run_1/layers.png
Scale bar: 20 um.
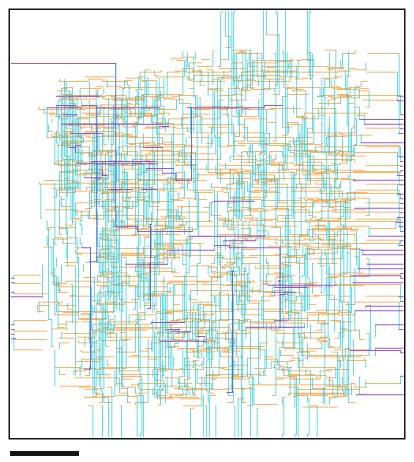
run_1/pinout.png
Pins as bars across the die edge, other pins in gray.
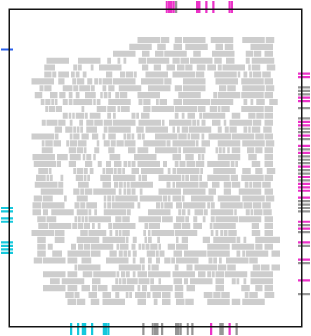
run_1/clock_wires.png
Scale bar: 20 um.
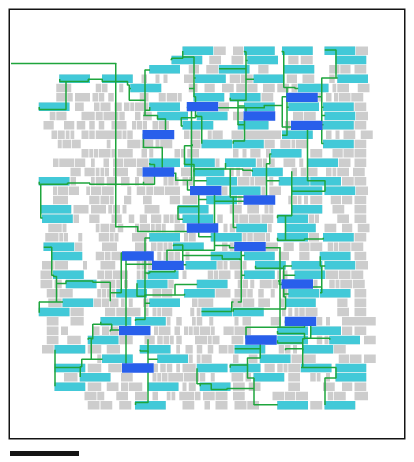
$ cat src/rtl/fixed_divider_core.sv
// Unsigned restoring divider: Q16.16 dividend / Q8.8 divisor -> Q16.16 quotient,
// one quotient bit per clock, with divide-by-zero and overflow saturation.
module fixed_divider_core #(
  parameter int A_WIDTH = 32,
  parameter int B_WIDTH = 16,
  parameter int FRAC_A  = 16,
  parameter int FRAC_B  = 8
) (
  input  logic               clock,
  input  logic               reset_n,
  input  logic [A_WIDTH-1:0] numA,
  input  logic [B_WIDTH-1:0] numB,
  input  logic               init,
  output logic [A_WIDTH-1:0] prod,
  output logic               busy,
  output logic               done,
  output logic               div_by_zero,
  output logic               overflow
);

  localparam int INT_A = A_WIDTH - FRAC_A;
  localparam int QW    = INT_A + FRAC_A + FRAC_B;
  localparam int RW    = B_WIDTH + 1;
  localparam int CW    = $clog2(QW + 1);

  typedef enum logic [1:0] {IDLE, RUN, FINISH} state_t;

  state_t              state, state_nxt;
  logic [CW-1:0]       cnt;
  logic [QW-1:0]       quo;
  logic [RW-1:0]       rem;
  logic [B_WIDTH-1:0]  dvs;

  logic [RW:0]         trial;
  logic                ge;
  logic [RW-1:0]       rem_nxt;
  logic [QW-1:0]       quo_nxt;
  logic [A_WIDTH:0]    sat_res;

  // Any quotient bit above the output width forces the all-ones result.
  function automatic logic [A_WIDTH:0] saturate(input logic [QW-1:0] q);
    if (|q[QW-1:A_WIDTH])
      return {1'b1, {A_WIDTH{1'b1}}};
    else
      return {1'b0, q[A_WIDTH-1:0]};
  endfunction

  // One restoring step: quo shifts the dividend out MSB-first and the quotient in.
  always_comb begin
    trial   = {rem, quo[QW-1]};
    ge      = (trial >= {2'b00, dvs});
    rem_nxt = ge ? RW'(trial - {2'b00, dvs}) : trial[RW-1:0];
    quo_nxt = {quo[QW-2:0], ge};
    sat_res = saturate(quo_nxt);
  end

  always_ff @(posedge clock or negedge reset_n) begin
    if (!reset_n) state <= IDLE;
    else          state <= state_nxt;
  end

  always_comb begin
    state_nxt = state;
    busy      = 1'b0;
    unique case (state)
      IDLE: begin
        if (init) state_nxt = (numB == '0) ? FINISH : RUN;
      end
      RUN: begin
        busy = 1'b1;
        if (cnt == CW'(QW - 2)) state_nxt = FINISH;
      end
      FINISH: begin
        busy      = 1'b1;
        state_nxt = IDLE;
      end
      default: state_nxt = IDLE;
    endcase
  end

  // The FINISH edge performs the last iteration and writes the result together.
  always_ff @(posedge clock or negedge reset_n) begin
    if (!reset_n) begin
      cnt         <= '0;
      quo         <= '0;
      rem         <= '0;
      dvs         <= '0;
      prod        <= '0;
      done        <= 1'b0;
      div_by_zero <= 1'b0;
      overflow    <= 1'b0;
    end else begin
      done <= 1'b0;
      unique case (state)
        IDLE: begin
          if (init) begin
            quo         <= {numA, {FRAC_B{1'b0}}};
            rem         <= '0;
            dvs         <= numB;
            cnt         <= '0;
            div_by_zero <= 1'b0;
            overflow    <= 1'b0;
          end
        end
        RUN: begin
          quo <= quo_nxt;
          rem <= rem_nxt;
          cnt <= cnt + 1'b1;
        end
        FINISH: begin
          done <= 1'b1;
          quo  <= quo_nxt;
          rem  <= rem_nxt;
          if (dvs == '0) begin
            prod        <= {A_WIDTH{1'b1}};
            div_by_zero <= 1'b1;
          end else begin
            prod     <= sat_res[A_WIDTH-1:0];
            overflow <= sat_res[A_WIDTH];
          end
        end
        default: ;
      endcase
    end
  end

endmodule

$ cat config.mk
export PLATFORM = sky130hd
export DESIGN_NAME = fixed_divider_core
export DESIGN_NICKNAME = d
export VERILOG_FILES = /design/src/rtl/fixed_divider_core.sv
export SDC_FILE = /design/constraint.sdc
export NUM_CORES = 1
export LEC_CHECK = 0
export CORE_ASPECT_RATIO = 1.1
export CORE_MARGIN = 8
export CORE_UTILIZATION = 54
export CTS_CLUSTER_SIZE = 20
export DETAILED_ROUTE_END_ITERATION = 8
export GPL_TIMING_DRIVEN = 0
export PLACE_DENSITY_LB_ADDON = 0.12
export SLEW_MARGIN = 20
export SYNTH_ARGS = -nofsm -noshare
export SYNTH_HDL_FRONTEND = slang
export SYNTH_SLANG_ARGS = --single-unit
export TNS_END_PERCENT = 1
$ cat constraint.sdc
create_clock -name clock -period 2.7 [get_ports clock]
set_input_delay 0.54 -clock clock [delete_from_list [all_inputs] [get_ports clock]]
set_output_delay 0.54 -clock clock [all_outputs]
set_load 0.02 [all_outputs]
==> flow_summary.ini, run 1 <==
; yosys + openroad results
[drt]
met3_length_um = 723
drc = 0
wl_met2_mm = 7.38
postRouteAntennaNets = 0
drt-met1-wl_mm = 6.44

[setup_path]
crit_path_end_kind = flip-flop
start_kind = flip-flop
crit_family = AND-OR/OR-AND gates
cp.arrival_ps = 2880
worstSetupEndpoint = rem[14]
crit_path_cell_trace = inv_1, ha_1, fa_1, nand2b_1, a21oi_2, o2111ai_1, a21oi_1, nor3_1, a2111o_1
crit_type = reg -> reg
r2r-start = quo[39]
crit_start = quo[39]
crit_buf_inv = 1

[power_and_ir_drop]
switchingPower_mw = 4.23
leakagePower_nw = 3.16
power.combinational.total_mw = 4.93
sw_frac_of_total_pct = 42.3
pg_clk_mw = 2.08
p_int_mw = 5.77

[cells_and_area]
syn_to_final_growth_pct = 28.0
fin_util_pct = 71.1
seq_area_mm2 = 0.00290
drive_above_1_share_pct = 10.6

[clocking]
clk_path_buf_depth = 2
holdBufCountCts = 0
cts_resized = 1
post_cts_buffers = 0
cts_tree = done

[final_timing]
period_used_pct = 95.8
slew_viol_final = 0

[floorplan]
num_rows = 39
io_pins = 87
die_w_um = 115

[synthesis]
top_logic_kind = AND-OR/OR-AND gates
mux_share_pct = 9.85
yosys.area.top_type = dfrtp_1
ys_sh_xor_pct = 1.81
edf_count = 0
ys_async_sr_fraction_pct = 100
top_cell_area_share_pct = 50.0
common_cells = dfrtp_1, nand2_1, o21ai_0, mux2i_1, o22a_1
syn-instance-count = 554
synthFlopType = dfrtp_1
ys_sh_adder_pct = 4.87
fp_nets = 627

[grt]
use_met3_pct = 3.98
antenna_found_initial = 0
grt.total_usage_pct = 21.5

[flow_run]
cap_violations = 0

[placement]
dp.cells = 783

[hold_path]
min_path_type = in -> async

[status]
status = finished, final reports clean
-- layers.png (at the start) --
legend:
  M4:
    color: blue
    wire_length: 233 um
  M1:
    color: orange
    wire_length: 6440 um
  M2:
    color: cyan
    wire_length: 7380 um
  M3:
    color: purple
    wire_length: 724 um

-- pinout.png (at the start) --
legend:
  prod:
    color: magenta
    pins: 32
    direction: output
    edge: 20 right, 10 top, 2 bottom
  clock:
    color: blue
    pins: 1
    direction: input
    edge: left
  numB:
    color: cyan
    pins: 16
    direction: input
    edge: 8 left, 8 bottom
all pins by edge: 44 right, 23 bottom, 11 top, 9 left

-- clock_wires.png (at the start) --
legend:
  flip-flops:
    color: cyan
    count: 116
  clock-net drivers:
    color: blue
    count: 17
  clock wires:
    color: green
    length: 1410 um
routed clock nets: 18
flops lie: widely spread

run 1: area by class of cell:
class	instances	area share [%]
Multi-Input combinational cell	385	36.3
Timing Repair Buffer	86	11.8
Inverter	23	1.16
Sequential cell	116	39.1
Buffer	30	1.72
Clock inverter	15	1.79
Tap cell	143	2.41
Clock buffer	17	5.73
run 1: through the flow:
step | hold WS [ps] | power [mW] | TNS, ps
6_report | 23.3 | 10.0 | 0
5_1_grt | 46.2 | 10.7 | -49.0
4_1_cts | 24.3 | 10.0 | 0
3_5_place_dp | 452 | 7.87 | 0
3_3_place_gp | 479 | 7.72 | -379280
2_1_floorplan | 244 | 6.41 | 0
run 1: state kept, by name, summed over array words and instances (netlist names):
register and flops:
prod 32, div_by_zero 1, quo 40, cnt 6, dvs 16, overflow 1
state 2, done 1, rem 17
==> run 1 -> run 2 <==
MAX_ROUTING_LAYER = met4   (was unset)
run_2/clock_nets.png
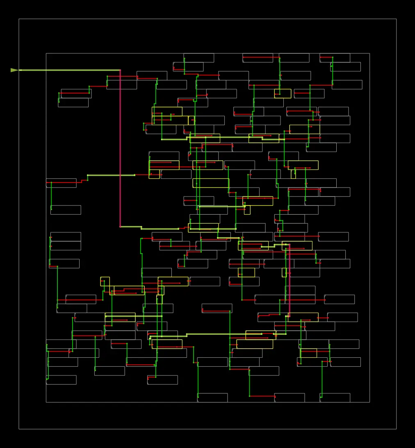
Clk power: 2.27 mW
cts bufs inserted: 17
clk sinks: 116
worst skew pair latency: 400 ps
clock buf count: 23

==> run 2 against run 1 <==
Against the previous run: synthesized cell count unchanged; via count decreased by 0.11%; final area rose by 0.69%; combinational power rose by 0.8%; sequential power is essentially flat; sequential cell count unchanged; area after synthesis unchanged; worst setup slack worse by 85 ps; die size is the same; fmax decreased by 3.2%.
==> flow_summary.ini, run 2 <==
; yosys + openroad results
[status]
status = finished, final reports clean

[placement]
dp.cells = 783
placed_area_mm2 = 0.00686

[cells_and_area]
finalNetCount = 732
seq_area_share_pct = 38.8
seq_area_mm2 = 0.00290
drive_above_1_share_pct = 9.97
comb_cells = 385
comb_share_pct = 36.1
fin_util_pct = 71.6
n_antenna_cell = 0
logic_area_mm2 = 0.00270
clk_share_pct = 8.08
inverters = 23
buffer_area_share_pct = 13.5
seq_cells = 116
largest_register_ff_count = 40
largest_cell_class = flip-flops and latches
buffers_excl_clock = 116
top_regs = quo: 40 flops, prod: 32 flops, rem: 17 flops
syn_to_final_growth_pct = 28.9
regMostFlops = quo

[clocking]
cts_tree = done
clk_path_buf_depth = 2
cts_resized = 1
root_buffer = clkbuf_16
holdBufCountCts = 0
post_cts_buffers = 0

[synthesis]
edf_count = 0
synthFlopType = dfrtp_1
top_logic_kind = AND-OR/OR-AND gates
ys_sh_xor_pct = 1.81
yosys.area.top_type = dfrtp_1
yosys-stat-cells = 554
syn-instance-count = 554
fp_nets = 627
top_cell_area_share_pct = 50.0
yosysWarnings = 0
common_cells = dfrtp_1, nand2_1, o21ai_0, mux2i_1, o22a_1
ys_sh_adder_pct = 4.87
ys_async_sr_fraction_pct = 100
mux_share_pct = 9.85

[power_and_ir_drop]
power.combinational.total_mw = 4.97
sw_frac_of_total_pct = 40.9
p_comb_share_pct = 48.6
switchingPower_mw = 4.18
p_clk_share_pct = 22.2
power_leader = combinational cells
total_power_mw = 10.2
p_int_mw = 6.04
leakagePower_nw = 3.20

[drt]
postRouteAntennaNets = 0
highest_layer = met4
wl_met2_mm = 7.48
drt-met1-wl_mm = 6.49
met3_length_um = 714
drc = 0
dr.pass1.iters = 5

[setup_path]
crit_path_max_fanout = 5
crit_path_end_kind = flip-flop
crit_path_cell_trace = inv_1, ha_1, fa_1, nand2b_1, a21oi_1, o2111ai_1, a21oi_1, nor3_1, a2111o_1
crit_type = reg -> reg
start_kind = flip-flop
cp.arrival_ps = 2950

[flow_run]
cap_violations = 0

[final_timing]
setup-tns-final_ps = 0
hold-worst-slack_ps = 47.4
relSlewSlack_pct = 48.2
slew_viol_final = 0
period_used_pct = 99.0

[grt]
antenna_found_initial = 0
grt_pass1_vias = 4887
use_met3_pct = 5.04
grt.total_usage_pct = 22.4

[floorplan]
die_w_um = 115
taps = 143
num_rows = 39
io_pins = 87

[hold_path]
min_path_type = in -> async
run 2: cell count changes in the layout (fill, tap and decap cells not counted), sizes merged:
cell      delta
clkbuf       +6
clkinvlp     -6
bufinv       +2
inv          -2
run 2: final timing paths:
kind / start / end / cells past startpoint
setup / recovery: quo[39] / rem[14] / 9
hold / removal: reset_n / prod[25] / 1
setup reg to reg: quo[39] / rem[14] / 9
hold reg to reg: prod[14] / prod[14] / 1
max in group asynchronous: reset_n / prod[3] / 2
min in group clock: prod[14] / prod[14] / 1
run 2: worst max-delay path, delay by kind of cell, from the launching register on:
kind	cells	cell delay, ps
buffers and inverters	1	60
AND/OR/NAND/NOR	2	260
flip-flops	1	380
adder cells (fa/ha/maj)	2	620
AND-OR/OR-AND	4	1220
==> run 2 -> run 3 <==
CORE_UTILIZATION = 55   (was 54)
CTS_BUF_LIST = sky130_fd_sc_hd__clkbuf_8   (was unset)
clock period = 3.25 ns   (was 2.7 ns; I/O delays follow)
run_3/clock_nets.png
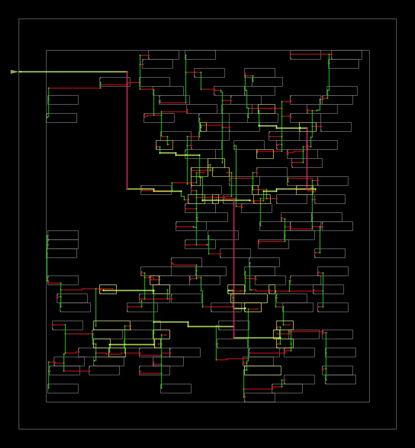
worst skew pair latency: 420 ps
Worst Skew: 11.7 ps
clock buf count: 19
Clk power: 1.33 mW
Seq Cell Count: 116

==> run 3 against run 2 <==
Against the previous run: power decreased by 23%; global-route usage shrank 0.081 points; first-iteration DRC count is 18% lower; critical path depth is the same; hold slack gained 89 ps; synthesized cell count unchanged; non-clock buffer count did not move; final area decreased by 3.0%; worst setup slack better by 490 ps; critical endpoint unchanged; wire length is 2.1% lower; fmax down 2.2%; critical path type unchanged.
==> flow_summary.ini, run 3 <==
; yosys + openroad results
[setup_path]
crit_start = quo[39]
r2r-start = quo[39]
crit_path_end_kind = flip-flop
worstSetupEndpoint = rem[14]
crit_path_max_fanout = 5
cp.arrival_ps = 3040
r2r_end = rem[14]
crit_type = reg -> reg
r2r_cells = 9
start_kind = flip-flop

[clocking]
cts_tree = done
cts.sinks = 116
cts_resized = 0
numCtsBuffers = 17
clk_path_buf_depth = 2
root_buffer = clkbuf_8
holdBufCountCts = 0
post_cts_buffers = 0

[cells_and_area]
top_regs = quo: 40 flops, prod: 32 flops, rem: 17 flops
largest_register_ff_count = 40
n_antenna_cell = 0
comb_cells = 385
buffers_excl_clock = 116
buffer_area_share_pct = 13.9
seq_area_mm2 = 0.00290
drive_above_1_share_pct = 9.85
finalNetCount = 732
seq_area_share_pct = 40.0
comb_share_pct = 37.0
inverters = 23

[synthesis]
edf_count = 0
top_cell_area_share_pct = 50.0
syn-instance-count = 554
common_cells = dfrtp_1, nand2_1, o21ai_0, mux2i_1, o22a_1
yosys-stat-cells = 554
ys_sh_adder_pct = 4.87
synthFlopType = dfrtp_1
fp_nets = 627
top_logic_kind = AND-OR/OR-AND gates
ys_async_sr_fraction_pct = 100
ys_sh_xor_pct = 1.81

[power_and_ir_drop]
power.combinational.total_mw = 4.09
total_power_mw = 7.89
leakagePower_nw = 3.10
p_int_mw = 4.52
sw_frac_of_total_pct = 42.8
switchingPower_mw = 3.38
power_leader = combinational cells

[flow_run]
cap_violations = 0

[hold_path]
min_path_type = in -> async

[final_timing]
relSlewSlack_pct = 51.1
period_used_pct = 84.1
hold-worst-slack_ps = 136
setup-tns-final_ps = 0

[grt]
grt_pass1_vias = 4797
grt.total_usage_pct = 22.3
antenna_found_initial = 0

[floorplan]
die_w_um = 114
io_pins = 87
taps = 143

[status]
status = finished, final reports clean

[drt]
dr.pass1.iters = 4
postRouteAntennaNets = 0
drc = 0

[placement]
placed_area_mm2 = 0.00686
-- run 3: netlist changes by cell type in the layout (fill, tap and decap cells not counted) --
cell and change:
clkinv_4 -1, clkinv_2 +2, clkinvlp_4 +1, clkbuf_8 +16, mux2i_4 -1, clkbuf_16 -17, mux2i_1 +1, clkbuf_2 -1
clkbuf_1 -2
-- run 3: layer usage --
metal,part of all wire (%),GRT usage (%)
met4,1.2,6.58
met2,51,38.6
met3,5.4,5.00
met5,0,-
met1,42,25.6
-- run 3: critical path, cell delays in order, from the launching register on --
cell	delay [ps]
dfrtp_1	400
inv_1	70
ha_1	220
fa_1	400
nand2b_1	180
a21oi_1	380
o2111ai_1	250
a21oi_1	300
nor3_1	100
a2111o_1	340
Power is estimated from default activity; no workload was simulated.
